[config.mk]
export PLATFORM = sky130hd
export DESIGN_NAME = dct_lane_cmp
export DESIGN_NICKNAME = d
export VERILOG_FILES = /design/src/rtl/dct_lane_cmp.sv
export SDC_FILE = /design/constraint.sdc
export NUM_CORES = 1
export LEC_CHECK = 0
export CELL_PAD_IN_SITES_DETAIL_PLACEMENT = 0
export CELL_PAD_IN_SITES_GLOBAL_PLACEMENT = 1
export CORE_ASPECT_RATIO = 1.1
export CORE_UTILIZATION = 35
export DETAILED_ROUTE_END_ITERATION = 8
export GPL_ROUTABILITY_DRIVEN = 0
export PLACE_DENSITY_LB_ADDON = 0.3
export SLEW_MARGIN = 20
export SYNTH_ARGS = -nofsm -noshare
export SYNTH_HDL_FRONTEND = slang
export SYNTH_SLANG_ARGS = --single-unit
[constraint.sdc]
create_clock -name vclk -period 7.1
set_input_delay 1.42 -clock vclk [all_inputs]
set_output_delay 1.42 -clock vclk [all_outputs]
set_load 0.01 [all_outputs]
[src/rtl/dct_lane_cmp.sv]
// Single-lane coefficient compare: exact inequality or signed distance beyond a tolerance.
module dct_lane_cmp #(
  parameter int W = 11
) (
  input  logic         mode,
  input  logic [W-1:0] tol,
  input  logic [W-1:0] data,
  input  logic [W-1:0] gold,
  output logic         mismatch
);

  logic signed [W:0] diff;
  logic        [W:0] mag;

  // One extra bit keeps the difference of two W-bit signed values from wrapping.
  assign diff = $signed({data[W-1], data}) - $signed({gold[W-1], gold});
  assign mag  = diff[W] ? $unsigned(-diff) : $unsigned(diff);

  assign mismatch = mode ? (mag > {1'b0, tol}) : (data != gold);

endmodule

==> results_dict.tcl, run 1 <==
# metrics dict for downstream scripts
set metrics [dict create \
    status "finished clean" \
    drive_above_1_share 0.06842 \
    finalSetupViolCount 0 \
    ff_count 0 \
    wl_per_cell_um 11.93 \
    synthAoiAreaFrac 0.2822 \
    drcViolationCount 0 \
    syn_nets 213 \
    initCoreUtil 0.3666 \
    fp.dieW_um 55.87 \
    min_path_cells 5 \
    antenna_left 0 \
    wl_mm 2.673 \
    required_ns 5.68 \
    slowest_delay_ns 0.48 \
    warnings 33 \
    nets 250 \
    crit_type "input port to output port" \
    postCtsHoldBufs 0 \
    yosys-stat-cells 155 \
    setup_ws_ns 0.2893 \
    nClkBuffers 0 \
    yosysUniqueCellTypes 46 \
    io_pins 35 \
    dr.pass1.iters 4 \
    end_kind "output port" \
    lay_top_cells "clkdlybuf4s50_1, inv_1, ha_1, xnor2_1" \
    ys_sh_xor 0.1321 \
    drtIter0Drc 34 \
    path_max_fanout 10 \
    fin_crit_sh 0.9593 \
    via_count 1200 \
    lay_top_count "clkdlybuf4s50_1" \
    die_area_um2 3423 \
    stdcell_area_um2 1535 \
    grt.overflow.total 0 \
    setup.worst_path.end "mismatch" \
    dp_hpwl_mm 2.347 \
    topCellsByArea "ha_1, xnor2_1, inv_1" \
    critical-path-top-delay-family "AND-OR/OR-AND gates" \
    setup_tns_ns 0 \
    worstHoldStart "mode" \
    crit_start "gold[3]" \
    ys_warn_count 0 \
    hold_path.class "input port to output port" \
    yosys.stat.seqShare 0 \
    cp-start-kind "input port" \
    ys_top_logic_family "AND-OR/OR-AND gates" \
    post_dp_cell_area_um2 1504 \
    maxCapViolations 0 \
    ir_drop_uv 68.77 \
    tightestPinTransition_ns 0.3555 \
    place_ws_ns 0.1620 \
    regArea_um2 0 \
    viasPerCell 5.357 \
    rsz0062_at_grt "no" \
    fmax_mhz 146.8 \
    fill_cells 305 \
    area_delta_synth_final_pct 37.40 \
    antenna_found_initial 0 \
    powerDensity_nw_per_um2 113.9 \
    slew_headroom 0.7610 \
    die_h_um 61.26 \
    track_usage 0.1589 \
    synth_area_leader_cell "ha_1" \
    ys_sh_adder 0.2755 \
    top_cell_area_share 0.2576 \
    synth_area_per_cell_um2 7.209 \
    ys_sh_mux 0.01008 \
    grt_pass1_vias 1083 \
]
[run 1: cell families (layout without fill, tap and decap cells)]
| group | after synthesis | in the layout |
|---|---|---|
| AND-OR/OR-AND | 46 | 46 |
| AND/OR/NAND/NOR | 39 | 39 |
| buffers and inverters | 29 | 64 |
| adder cells (fa/ha/maj) | 24 | 24 |
| XOR/XNOR | 16 | 16 |
| multiplexers | 1 | 1 |
[run 1: where the power goes]
part	total, W	switching (W)	internal (W)
Combinational	0.000175	0.0000836	0.0000913
Clock	0	0	0
Sequential	0	0	0
[run 1: metal layers]
metal  track usage  share of wire  wire [um]
met2        0.3305           0.52       1394
met1        0.1987           0.45       1208
met3      0.002101          0.026         70
met5             0              0          0
met4             0              0          0
[run 1: cell usage after synthesis (2+ instances only)]
master	count
and3_1	2
a21oi_1	12
nor2_1	10
xnor2_1	12
xor2_1	3
a31oi_1	3
nor2b_1	3
ha_1	23
o21ai_0	6
nand2_1	4
nand3_1	2
a21o_1	6
inv_1	26
and2_1	2
buf_2	2
nand4_1	5
o21a_1	5
[run 1: final cells by class]
type / count / area [um2] / area share
Inverter: 26 / 97.59 / 0.06357
Multi-Input combinational cell: 126 / 1022 / 0.6659
Tap cell: 34 / 42.54 / 0.02771
Timing Repair Buffer: 38 / 372.9 / 0.2429
[run 1: stage by stage]
stage	hold slack [ns]	instances	util	power, W
finish	4.083	224	0.5037	0.0001749
detailed placement	4.087	223	0.4934	0.0001702
global placement	4.100	223	0.4934	0.0001669
global route	4.170	224	0.5037	0.0001942
floorplan	3.112	155	-	0.0001214
CTS	4.099	223	0.4934	0.0001709
[run 1: what timing repair did]
| action | CTS | global route |
|---|---|---|
| setup buffers | 0 | 1 |
| setup endpoints to repair | 0 | 1 |
| gates resized | 0 | 6 |
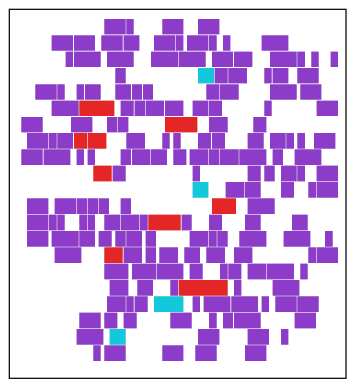
*Cells by drive strength, run 1*
(6 px per um)
size	color	cells	most used
x1 and smaller	purple	177	clkdlybuf4s50_1
x3 and x4	cyan	4	buf_4
x2	red	9	a21oi_2

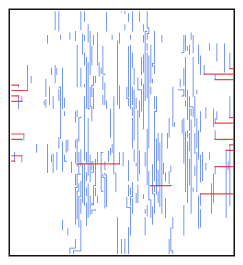
*Signal wires by layer, run 1*
(4 px per um) Two of the layers only.
layer	color	wire length
M3	red	70.4 um
M2	blue	1390 um

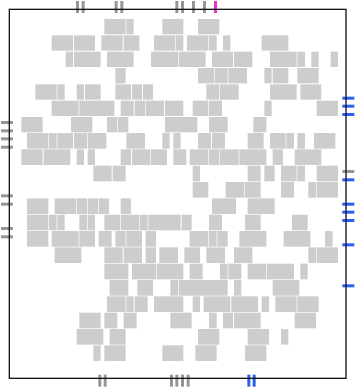
*Pin placement, run 1*
(6 px per um) Pins as bars across the die edge, other pins in gray.
port	color	pins	direction	edge
mismatch	magenta	1	output	top
tol	blue	11	input	9 right, 2 bottom
all pins by edge	10 right, 9 top, 8 bottom, 8 left

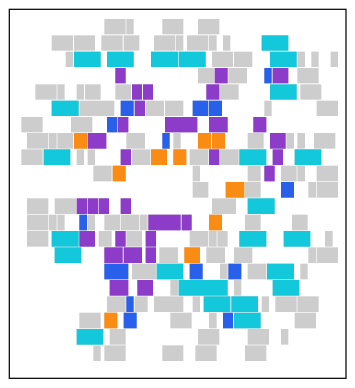
*Gate-type map, run 1*
(6 px per um)
family	color	cells
nand cells	blue	14
and/or cells	orange	10
fa/ha/maj cells	cyan	24
aoi and oai cells	purple	31

--- run 2 (diff from run 1) ---
--- a/config.mk
+++ b/config.mk
@@ -8,11 +8,10 @@
 export CELL_PAD_IN_SITES_DETAIL_PLACEMENT = 0
 export CELL_PAD_IN_SITES_GLOBAL_PLACEMENT = 1
 export CORE_ASPECT_RATIO = 1.1
-export CORE_UTILIZATION = 35
+export CORE_UTILIZATION = 38
 export DETAILED_ROUTE_END_ITERATION = 8
 export GPL_ROUTABILITY_DRIVEN = 0
 export PLACE_DENSITY_LB_ADDON = 0.3
-export SLEW_MARGIN = 20
 export SYNTH_ARGS = -nofsm -noshare
 export SYNTH_HDL_FRONTEND = slang
 export SYNTH_SLANG_ARGS = --single-unit
==> constraint.sdc (replaced) <==
create_clock -name vclk -period 8.8
set_input_delay 1.76 -clock vclk [all_inputs]
set_output_delay 1.76 -clock vclk [all_outputs]
set_load 0.01 [all_outputs]
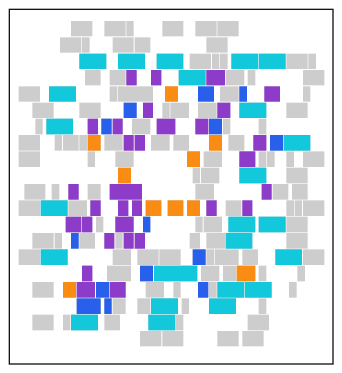
*Gate-type map, run 2*
(6 px per um)
family	color	cells
aoi and oai cells	purple	31
nand cells	blue	14
and/or cells	orange	10
fa/ha/maj cells	cyan	24

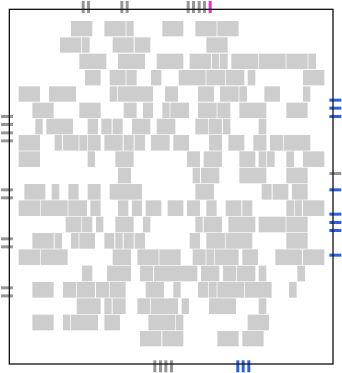
*Pin placement, run 2*
(6 px per um) Pins as bars across the die edge, other pins in gray.
Die Width: 53.70 um
Port Buf Inserts: 35
Die H: 58.87 um

==> run 2 against run 1 <==
Compared with the run above:
- cell count is 1.3% lower
- synthesized area stayed put
- synthesized cell count stayed put
- design area is 2.6% lower
==> results_dict.tcl, run 2 <==
# metrics dict for downstream scripts
set metrics [dict create \
    status "finished clean" \
    synthAoiAreaFrac 0.2822 \
    p_sw_w 0.00006580 \
    antenna_found_initial 0 \
    lay_top_cells "clkdlybuf4s50_1, inv_1, ha_1, xnor2_1, a21oi_1" \
    pwr-share-seq 0 \
    worstHoldStart "mode" \
    postCtsHoldBufs 0 \
    path_max_fanout 11 \
    nClkBuffers 0 \
    fill_cells 296 \
    synth_area_per_cell_um2 7.209 \
    dr.pass1.iters 3 \
    fin_cells 221 \
    common_cells "inv_1, ha_1, a21oi_1, xnor2_1, nor2_1" \
    viasPerCell 5.326 \
    post_dp_cell_area_um2 1495 \
    drive_above_1_share 0.03191 \
    area_delta_synth_final_pct 33.82 \
    tightestPinTransition_ns 0.4082 \
    lay_top_count "clkdlybuf4s50_1" \
    grt_pass1_vias 1178 \
    syn_nets 213 \
    dp_cells 221 \
    ys_sh_mux 0.01008 \
    top_cell_area_share 0.2576 \
    drtIter0Drc 11 \
    crit_type "input port to output port" \
    antenna_left 0 \
    die_area_um2 3161 \
    stdcell_area_um2 1495 \
    yosys.stat.seqShare 0 \
    ir_drop_uv 42.18 \
    initCoreUtil 0.4023 \
    post_cts_buffers 0 \
    p_sw_frac 0.4829 \
    wl_per_cell_um 11.55 \
    ys_sh_xor 0.1321 \
    slew_headroom 0.7256 \
    ys_sh_adder 0.2755 \
    crit_start "gold[1]" \
    p_clk_frac 0 \
    grt.overflow.total 0 \
    finalSetupViolCount 0 \
    setup_tns_ns 0 \
    synth_area_leader_cell "ha_1" \
    fmax_mhz 129.9 \
    via_count 1177 \
    rsz0062_at_grt "no" \
    hold_path.class "input port to output port" \
    setup.worst_path.end "mismatch" \
    yosys-stat-cells 155 \
    track_usage 0.1867 \
    nets 248 \
    ys_top_logic_family "AND-OR/OR-AND gates" \
    regArea_um2 0 \
    min_path_cells 5 \
    ff_count 0 \
    internal_power_w 0.00007046 \
    wl_mm 2.552 \
    topCellsByArea "ha_1, xnor2_1, inv_1" \
    drcViolationCount 0 \
    slowest_delay_ns 0.47 \
    yosysUniqueCellTypes 46 \
]
run 2: cell counts after synthesis:
Identical to the previous run, type by type.
run 2: kinds of logic (layout without fill, tap and decap cells):
kind of cell / after synthesis / count (layout)
AOI/OAI and AO/OA: 46 / 46
and+or+nand+nor: 39 / 39
buffers and inverters: 29 / 62
adders and majority gates: 24 / 24
xor gates and xnor gates: 16 / 16
muxes: 1 / 1
run 2: routing by layer:
metal	GRT usage	wire, um	up-vias
li1	-	-	623
met1	0.2252	1165	535
met2	0.3651	1340	19
met3	0.005168	46	0
met4	0.01504	0	0
met5	0	0	-
run 2: metrics by stage:
| stage | total power [W] | setup WS [ns] | hold slack [ns] |
|---|---|---|---|
| 2_1_floorplan | 0.00009796 | 2.253 | 3.792 |
| 3_3_place_gp | 0.0001317 | 1.177 | 4.782 |
| 3_5_place_dp | 0.0001368 | 1.114 | 4.776 |
| 4_1_cts | 0.0001376 | 1.089 | 4.787 |
| 5_1_grt | 0.0001553 | 0.7564 | 4.858 |
| 6_report | 0.0001363 | 1.104 | 4.781 |
run 2: power groups by stage:
| stage | registers (W) | logic, W | clock network, W |
|---|---|---|---|
| after CTS | 0 | 0.000138 | 0 |
| final | 0 | 0.000136 | 0 |
| after detailed placement | 0 | 0.000137 | 0 |
| after global placement | 0 | 0.000132 | 0 |
| after global routing | 0 | 0.000155 | 0 |
| after floorplan | 0 | 0.0000980 | 0 |
run 2: final cells by class:
type	instances	area, um2	share of cell area
Multi-Input combinational cell	126	998.5	0.6678
Inverter	26	97.59	0.06527
Timing Repair Buffer	36	357.8	0.2393
Tap cell	33	41.29	0.02762
run 2: worst max-delay path, delay by kind of cell:
kind	cells	cell delay (ns)
mux	1	0.34
compound gates	10	1.65
buf+inv	4	1.17
simple gates	2	0.43
fa+ha+maj	2	0.57
No activity file was given, so power comes from the tool's default toggle rates.
